--- config.mk ---
export PLATFORM = sky130hd
export DESIGN_NAME = accum_cpu_core
export DESIGN_NICKNAME = d
export VERILOG_FILES = /design/src/rtl/accum_cpu_core.sv
export SDC_FILE = /design/constraint.sdc
export NUM_CORES = 1
export LEC_CHECK = 0
export CORE_ASPECT_RATIO = 1.2
export CORE_UTILIZATION = 35
export CTS_CLUSTER_DIAMETER = 80
export DETAILED_ROUTE_END_ITERATION = 16
export GPL_ROUTABILITY_DRIVEN = 0
export GPL_TIMING_DRIVEN = 0
export PLACE_DENSITY = 0.61
export SYNTH_ARGS = -nofsm -noshare
export SYNTH_HDL_FRONTEND = slang
export SYNTH_SLANG_ARGS = --single-unit
--- constraint.sdc ---
create_clock -name clk -period 4.65 [get_ports clk]
set_input_delay 0.93 -clock clk [delete_from_list [all_inputs] [get_ports clk]]
set_output_delay 0.93 -clock clk [all_outputs]
set_load 0.02 [all_outputs]
--- src/rtl/accum_cpu_core.sv ---
// Accumulator CPU core: opcode/address fetch FSM, ALU with Z/C flags, and a
// req/ack memory port that tolerates any number of wait states.
module accum_cpu_core #(
  parameter int DATA_W = 8,
  parameter int ADDR_W = 15,
  parameter logic [ADDR_W-1:0] RESET_PC = '0
) (
  input  logic              clk,
  input  logic              rst_n,
  output logic              mem_req,
  output logic              mem_we,
  output logic [ADDR_W-1:0] mem_addr,
  output logic [DATA_W-1:0] mem_wdata,
  input  logic              mem_ack,
  input  logic [DATA_W-1:0] mem_rdata,
  output logic [DATA_W-1:0] acc_out,
  output logic [ADDR_W-1:0] pc_out,
  output logic              flag_z,
  output logic              flag_c,
  output logic              halted,
  output logic              instr_retired
);

  typedef enum logic [2:0] {
    S_FETCH_OP, S_FETCH_LO, S_FETCH_HI, S_MEM_RD, S_MEM_WR, S_EXEC, S_HALT
  } state_t;

  localparam logic [3:0] OP_NOP  = 4'h0, OP_LDAC = 4'h1, OP_STAC = 4'h2,
                         OP_ADD  = 4'h3, OP_SUB  = 4'h4, OP_AND  = 4'h5,
                         OP_OR   = 4'h6, OP_XOR  = 4'h7, OP_NOT  = 4'h8,
                         OP_INC  = 4'h9, OP_CLR  = 4'hA, OP_JUMP = 4'hB,
                         OP_JMPZ = 4'hC, OP_JMPC = 4'hD, OP_JPNZ = 4'hE,
                         OP_HALT = 4'hF;

  state_t            state;
  logic [ADDR_W-1:0] pc, addr_q, pc_inc, target;
  logic [DATA_W-1:0] ac, lo_q, opnd, alu_res;
  logic [DATA_W:0]   sum, diff;
  logic [3:0]        ir, op_new;
  logic              z, c, done, short_op, is_branch, taken;
  logic              alu_en, alu_wa, alu_wc, alu_c, bus_state;

  always_comb begin
    bus_state = state inside {S_FETCH_OP, S_FETCH_LO, S_FETCH_HI, S_MEM_RD, S_MEM_WR};
    // Reset gates the request so an open transaction is abandoned at once.
    mem_req   = rst_n & bus_state;
    mem_we    = (state == S_MEM_WR);
    mem_addr  = (state inside {S_MEM_RD, S_MEM_WR}) ? addr_q : pc;
    mem_wdata = ac;
    done      = mem_req & mem_ack;
    op_new    = mem_rdata[DATA_W-1 -: 4];
    short_op  = op_new inside {OP_NOP, OP_NOT, OP_INC, OP_CLR, OP_HALT};
    pc_inc    = pc + ADDR_W'(1);
    target    = ADDR_W'({mem_rdata, lo_q});
    is_branch = ir inside {OP_JUMP, OP_JMPZ, OP_JMPC, OP_JPNZ};
    case (ir)
      OP_JUMP: taken = 1'b1;
      OP_JMPZ: taken = z;
      OP_JMPC: taken = c;
      OP_JPNZ: taken = !z;
      default: taken = 1'b0;
    endcase
  end

  always_comb begin
    opnd    = (ir == OP_INC) ? DATA_W'(1) : mem_rdata;
    sum     = {1'b0, ac} + {1'b0, opnd};
    diff    = {1'b0, ac} - {1'b0, opnd};
    alu_res = ac;
    alu_c   = c;
    alu_wa  = 1'b1;
    alu_wc  = 1'b0;
    case (ir)
      OP_LDAC: alu_res = mem_rdata;
      OP_ADD, OP_INC: begin {alu_c, alu_res} = sum; alu_wc = 1'b1; end
      OP_SUB:  begin {alu_c, alu_res} = diff; alu_wc = 1'b1; end
      OP_AND:  alu_res = ac & mem_rdata;
      OP_OR:   alu_res = ac | mem_rdata;
      OP_XOR:  alu_res = ac ^ mem_rdata;
      OP_NOT:  alu_res = ~ac;
      OP_CLR:  alu_res = '0;
      default: alu_wa = 1'b0;
    endcase
    alu_en        = (state == S_EXEC) | ((state == S_MEM_RD) & done);
    instr_retired = (state == S_EXEC) | ((state inside {S_MEM_RD, S_MEM_WR}) & done)
                  | ((state == S_FETCH_HI) & done & is_branch);
  end

  always_ff @(posedge clk or negedge rst_n) begin
    if (!rst_n) begin
      state  <= S_FETCH_OP;
      pc     <= RESET_PC;
      ac     <= '0;
      z      <= 1'b0;
      c      <= 1'b0;
      ir     <= '0;
      lo_q   <= '0;
      addr_q <= '0;
    end else begin
      if (alu_en) begin
        if (alu_wa) begin
          ac <= alu_res;
          z  <= (alu_res == '0);
        end
        if (alu_wc) c <= alu_c;
      end
      case (state)
        S_FETCH_OP: if (done) begin
          ir    <= op_new;
          pc    <= pc_inc;
          state <= short_op ? S_EXEC : S_FETCH_LO;
        end
        S_FETCH_LO: if (done) begin
          lo_q  <= mem_rdata;
          pc    <= pc_inc;
          state <= S_FETCH_HI;
        end
        S_FETCH_HI: if (done) begin
          addr_q <= target;
          if (is_branch) begin
            pc    <= taken ? target : pc_inc;
            state <= S_FETCH_OP;
          end else begin
            pc    <= pc_inc;
            state <= (ir == OP_STAC) ? S_MEM_WR : S_MEM_RD;
          end
        end
        S_MEM_RD, S_MEM_WR: if (done) state <= S_FETCH_OP;
        S_EXEC:  state <= (ir == OP_HALT) ? S_HALT : S_FETCH_OP;
        default: state <= S_HALT;
      endcase
    end
  end

  assign acc_out = ac;
  assign pc_out  = pc;
  assign flag_z  = z;
  assign flag_c  = c;
  assign halted  = (state == S_HALT);

endmodule

### Routed clock nets over the placement, run 1

The bar under the picture is 20 um long.
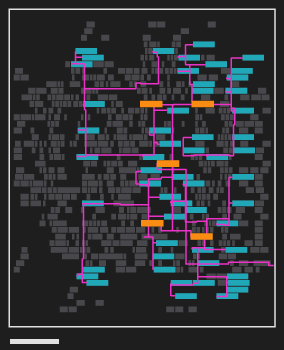
- clock wires: magenta (length 809 um)
- flip-flops: cyan (count 55)
- cells driving clock nets: orange (count 5)
- routed clock nets: 6

### Where the registers sit, run 1

The bar under the picture is 20 um long. Other sequential cells in the stronger grey, the rest of the logic in the fainter grey.
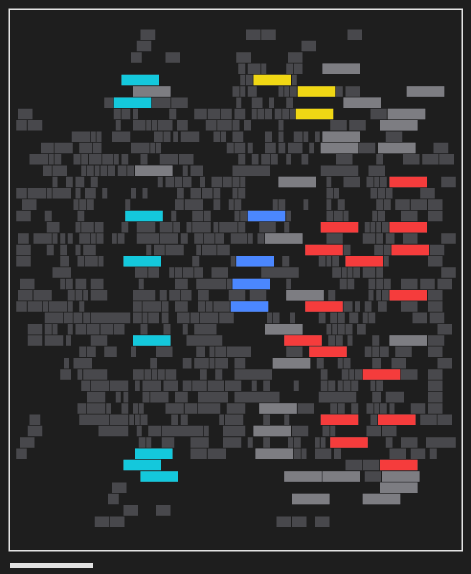
- `acc_out`: cyan (flops 8)
- `pc_out`: red (flops 15)
- `state`: yellow (flops 3)
- `ir`: blue (flops 4; where centre)
- not coloured: 25
final design utilization: 43.6%
Register Area: 1380 sq um
flop share of the area: 23.9%
power in sequential cells: 0.000917 W

==> summary.txt, run 1 <==
From the run reports.

- No sink is reached through more buffers than the 2 on the longest clock path.
- The critical path data required time is 3.72 ns.
- The layout summary lists the proportion of cells stronger than drive strength 1 as 15.2%.
- Setup repair after global routing left no endpoint under its margin.
- For this design, the sink count on the clock tree is 55.
- The type of the worst setup path reads flip-flop to primary output.
- The wire length per cell is 18.1 um.
- The delay contributed by the slowest stage of the critical path reads 0.73 ns.
- The number of warning messages in the yosys log is 0.
- The most frequently used flop master after synthesis is dfrtp_1.
- The count of pins over their slew limit reads 0.
- The worst hold path passes through 2 cells.
- The setup clock skew after layout reads 0.00953 ns.
- The maximum VDD drop reads 0.000355 V.
- The startpoint of the most critical register-to-register path is ir[1].
- The cell sequence reported for the critical path is buf_2 -> inv_1 -> nand2_1 -> o22ai_1 -> buf_2 -> mux2_2 -> clkdlybuf4s50_1.
- The die area is 14100 sq um.
- The buffer cell driving the clock tree root is clkbuf_16.
- The cell count after synthesis came out at 553.
- The run finished with clean final reports.
- Max fanout on the critical path was recorded as 10.
- The maximum operating frequency reads 0.242 GHz.
- The number of endpoints with negative hold slack in the final report reads 0.
- The number of flops mapped to enable cells by yosys is 0.
- The fraction of registers with async set/reset reads 100%.
- The starting DRC count in detailed routing is 313.
- TritonCTS created 5 clock buffers.
- The synthesized design spends more area on one cell type than any other, namely dfrtp_1.
- The average footprint of a synthesized cell is 8.60 sq um.
- The post-synthesis register bit count is 55.
- In this run the layout overhead on the synthesized area is reported as 21.2%.
- The relative slew slack reads 38.2%.
- The number of hold buffers added after cts reads 0.
- Summed over all routing layers, the global router reports a total usage of 21.0%.
- The leakage power summed over all cells is 2.44 nW.
- The total power reads 0.00401 W.
- The number of distinct library cells after synthesis reads 83.
### Cell outlines without signal wires, run 1

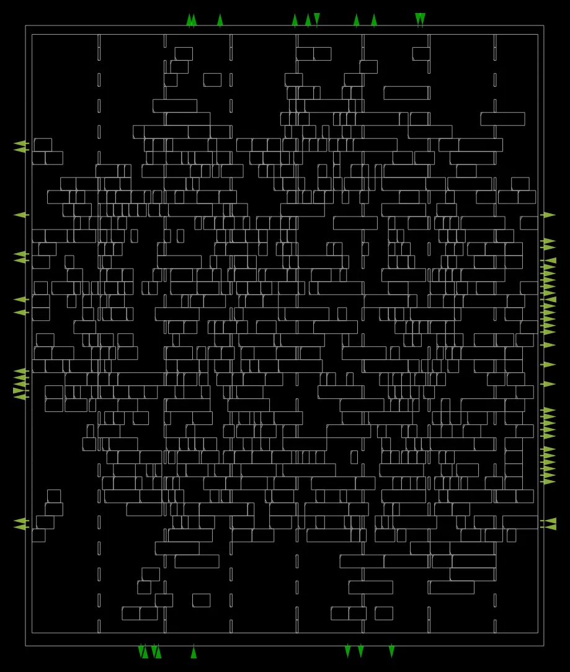
final instance count without filler cells: 791
placement row count: 46

run 1: layout make-up:
| cell class | instances | area [sq um] |
|---|---|---|
| Fill cell | 1325 | 7470 |
| Inverter | 37 | 139 |
| Multi-Input combinational cell | 421 | 2940 |
| Timing Repair Buffer | 63 | 636 |
| Tap cell | 168 | 210 |
| Clock inverter | 2 | 37.5 |
| Sequential cell | 55 | 1380 |
| Clock buffer | 5 | 125 |
| Buffer | 40 | 302 |
run 1: per-stage QoR:
stage,util (%),hold WS [ns],setup WS (ns)
after floorplan,-,0.444,1.18
after global placement,42.2,0.463,-1.12
after detailed placement,42.3,0.471,0.504
after CTS,43.6,0.487,0.474
after global routing,43.6,0.539,0.305
final,43.6,0.481,0.516
run 1: power breakdown:
| part | leakage (nW) | internal [W] | switching, W |
|---|---|---|---|
| sequential | 0.696 | 0.000676 | 0.000241 |
| clock | 0.0759 | 0.000252 | 0.000182 |
| combinational | 1.67 | 0.00118 | 0.00148 |
run 1: registers in the layout, indices dropped and copies added, names as in the netlist:
name,cells
flag_z,1
flag_c,1
lo_q,8
ir,4
state,3
addr_q,15
pc_out,15
acc_out,8
run 1: kinds of logic (layout without fill, tap and decap cells):
family / after synthesis / count (layout) / synth area share [%]
AND-OR/OR-AND: 167 / 167 / 23.1
XOR/XNOR: 5 / 5 / 1.08
buffers and inverters: 77 / 147 / 9.26
adder cells (fa/ha/maj): 37 / 37 / 10.0
flip-flops: 55 / 55 / 28.9
multiplexers: 36 / 36 / 8.47
AND/OR/NAND/NOR: 176 / 176 / 19.1
run 1: routing by layer:
layer	global-route usage (%)	wire length, um	up-vias
met1	25.8	6170	2110
met5	0	0	-
met3	2.15	647	33
met2	37.1	7090	161
met4	8.82	420	0
li1	-	-	2125
run 1: cells in the final DEF (no fill, tap or decap), drive strengths merged, types with 3 or more instances in the layout:
cell type,n
clkdlybuf4s50,61
dfrtp,55
a21oi,54
nand2,52
o21ai,52
inv,37
nor2,37
ha,35
buf,32
mux2,31
nand3,24
nor3,15
clkbuf,15
nand2b,12
o22ai,7
a31oi,6
o211ai,5
nand4,5
mux2i,5
a211oi,5
o31ai,5
nand3b,4
and3,4
nor3b,4
or3,3
nor2b,3
o22a,3
and2,3
xnor2,3
a221oi,3
a21boi,3
a2111oi,3
run 1: how the worst max path moves through the flow:
stage / start / endpoint / slack (ns) / cells after the start
floorplan: ir[1] / flag_z / 1.18 / 17
global placement: rst_n / instr_retired / -1.12 / 4
detailed placement: mem_rdata[0] / flag_z / 0.50 / 13
CTS: state[1] / mem_addr[9] / 0.47 / 7
global route: ir[1] / flag_z / 0.31 / 17
finish: state[1] / mem_addr[13] / 0.52 / 7
run 1: critical path, delay by kind of cell (launching register included):
kind / cells / cell delay [ns]
flops: 1 / 0.35
mux: 1 / 0.38
simple gates: 1 / 0.11
compound gates: 1 / 0.73
buf+inv: 4 / 1.33
--- run 2 (diff from run 1) ---
--- a/config.mk
+++ b/config.mk
@@ -6,12 +6,14 @@
 export NUM_CORES = 1
 export LEC_CHECK = 0
 export CORE_ASPECT_RATIO = 1.2
+export CORE_MARGIN = 2
 export CORE_UTILIZATION = 35
 export CTS_CLUSTER_DIAMETER = 80
 export DETAILED_ROUTE_END_ITERATION = 16
 export GPL_ROUTABILITY_DRIVEN = 0
 export GPL_TIMING_DRIVEN = 0
 export PLACE_DENSITY = 0.61
+export SKIP_LAST_GASP = 1
 export SYNTH_ARGS = -nofsm -noshare
 export SYNTH_HDL_FRONTEND = slang
 export SYNTH_SLANG_ARGS = --single-unit
==> run 2 against run 1 <==
Against the previous run: worst hold slack worse by 0.0062 ns; global-route usage is 1.5 points lower; power is 1.3% higher; critical path type unchanged; critical endpoint unchanged.
==> summary.txt, run 2 <==
From the run reports.

- The delay contributed by the slowest stage of the critical path is 0.68 ns (-0.05 ns).
- The tree is rooted in a clkbuf_16.
- The total power is 0.00407 W (+1.3%).
- The highest fanout seen on the critical path came to 10 (unchanged).
- The most frequently used flop master after synthesis is dfrtp_1.
- The count of input and output buffers reads 62.
- Summed over all instances, the cell type with the most area after synthesis is dfrtp_1.
- The clock net sink count was 55 (unchanged).
- The placement row count was 46 (unchanged).
- The area overhead of the layout relative to synthesis is 21.8%.
- The maximum VDD drop is 0.000308 V (-13%).
- The wire length of the first global-routing pass reads 23400 um.
- The quantity of gates resized following cts reads 0.
- The die area is 14500 sq um (+3.4%).
- The average footprint of a synthesized cell reads 8.60 sq um (unchanged).
- The number of endpoints with negative hold slack in the final report is 0 (unchanged).
- The post-detailed-route via-to-cell ratio is 5.65.
- The floorplan step set the die height to 132 um.
- The maximum clock path buffer count reads 2 (unchanged).
- The most frequently placed logic cell in the final layout reads clkdlybuf4s50_1.
- Yosys attributes the largest share of cell area to dfrtp_1, ha_1, mux2_2.
- The starting DRC count in detailed routing is 342 (+9.3%).
- The number of warning messages in the yosys log is 0 (unchanged).
- The type of the worst setup path is flip-flop to primary output.
- The relative slew slack reads 41.3% (+3.2 points).
- Setup repair after global routing left no endpoint under its margin.
- Listed in order, past its start point the critical path passes buf_2 -> inv_1 -> nand2_1 -> o22ai_1 -> buf_2 -> mux2_2 -> clkdlybuf4s50_1.
- The run finished with clean final reports.
- The maximum operating frequency reads 0.245 GHz (+1.4%).
- The critical path data required time is 3.72 ns (about the same).
- The horizontal extent of the die is 110 um.
- The setup clock skew after layout is 0.00552 ns (-0.00401 ns).
- By instance count after routing, the leading logic cell types are clkdlybuf4s50_1, dfrtp_1, nand2_1, a21oi_1, o21ai_0.
- The number of flops mapped to enable cells by yosys is 0 (unchanged).
- The number of hold buffers added after cts is 0 (unchanged).
- The post-synthesis register bit count is 55 (unchanged).
- The number of distinct library cells after synthesis is 83 (unchanged).
- The final net count reads 671.
- The count of pins over their slew limit was 0 (unchanged).
- The area reported by Yosys stat is 4760 sq um.
- The leakage power summed over all cells reads 2.46 nW (+0.62%).
- Entering global routing, the biggest net connects 33 pins.
- The number of buffers added by the clock tree synthesis step reads 5 (unchanged).
- The share of post-route cells with drive strength above 1 is 15.2% (-0.024 points).
- The count of mapped cells out of synthesis reads 553 (unchanged).
- The fraction of registers with async set/reset was 100% (unchanged).
## run 2: where the power goes
part	leakage, nW	internal (W)	switching (W)
clock network	0.0911	0.000309	0.000178
logic	1.67	0.00118	0.00148
registers	0.696	0.000676	0.000242
total	2.46	0.00217	0.00190
## run 2: through the flow
step                      utilization, %  setup WS [ns]  cell area, sq um  hold slack [ns]
after CTS                           43.8          0.483              5790            0.482
after detailed placement            42.3          0.524              5600            0.466
after global placement              42.2          -1.11              5590            0.459
after global routing                43.8          0.378              5790            0.516
final                               43.8          0.575              5790            0.475
after floorplan                        -           1.18              4760            0.444
## run 2: cell families (layout without fill, tap and decap cells)
| kind of cell | after synthesis | count (layout) | synth area share [%] |
|---|---|---|---|
| AND/OR/NAND/NOR | 176 | 176 | 19.1 |
| adder cells (fa/ha/maj) | 37 | 37 | 10.0 |
| multiplexers | 36 | 36 | 8.47 |
| AND-OR/OR-AND | 167 | 167 | 23.1 |
| flip-flops | 55 | 55 | 28.9 |
| XOR/XNOR | 5 | 5 | 1.08 |
| buffers and inverters | 77 | 148 | 9.26 |
## run 2: worst paths after layout
path	startpoint	end	slack, ns	cells after the start
min in group asynchronous	rst_n	pc_out[1]	0.67	1
setup / recovery	state[1]	mem_addr[13]	0.57	7
hold reg to reg	addr_q[8]	addr_q[8]	0.47	2
setup reg to reg	ir[1]	flag_z	0.58	17
hold / removal	addr_q[8]	addr_q[8]	0.47	2
max in group asynchronous	rst_n	acc_out[2]	3.37	2
## run 2: worst max-delay path, delay by kind of cell, from the launching register on
kind	cells	cell delay, ns
DFF	1	0.36
AOI/OAI and AO/OA	1	0.68
buffers and inverters	4	1.31
muxes	1	0.39
and+or+nand+nor	1	0.11
## run 2: layout make-up
cell class / instances / area, sq um
clock inverter: 2 / 60.1
timing repair buffer: 63 / 636
sequential: 55 / 1380
clock buffer: 6 / 129
multi-input combinational: 421 / 2940
fill: 1338 / 7450
tap: 168 / 210
buffer: 40 / 302
inverter: 37 / 139
## run 2: per-layer routing
metal | up-vias | track usage [%] | wire length [um]
met5 | - | 0 | 0
met4 | 0 | 9.72 | 629
met3 | 50 | 3.32 | 747
met2 | 197 | 33.7 | 7010
met1 | 2118 | 23.3 | 5930
li1 | 2113 | - | -
### Cells by drive strength, run 2

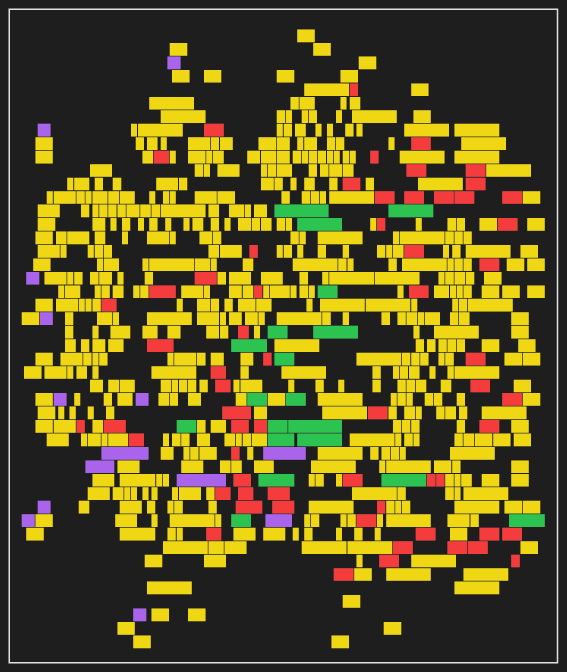
- drive 3 to 4: purple (cells 14; share 2.2%)
- drive 1 or less: yellow (cells 529; share 85%)
- drive 6 and up: green (cells 19; share 3.0%)
- drive 2: red (cells 62; share 9.9%)
Non-Filler Cell Area, Final: 5790 sq um
count of plain and timing-repair buffers: 103

### Signal metal coverage by tile, run 2

22 x 26 tiles, from dark blue (low) to red (high), scaled to the fullest tile. Values are wire area over tile area, all layers added.
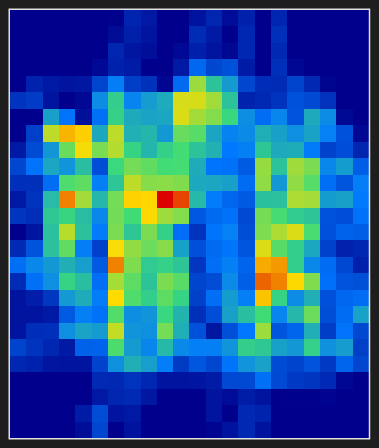
- emptiest ninth of the die: upper right
- mean over tiles: 0.16
- fullest tile: 0.68
WL per Instance: 18.1 um
vias post-DR: 4478
total track usage: 19.5%
wire length reported by the detailed router: 14300 um

### Routed clock nets over the placement, run 2

The bar under the picture is 20 um long.
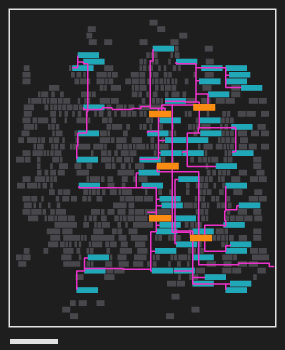
- cells driving clock nets: orange (count 5)
- flip-flops: cyan (count 55)
- clock wires: magenta (length 795 um)
- routed clock nets: 6

Power figures rest on the tool's default switching activity, not on a simulated workload.
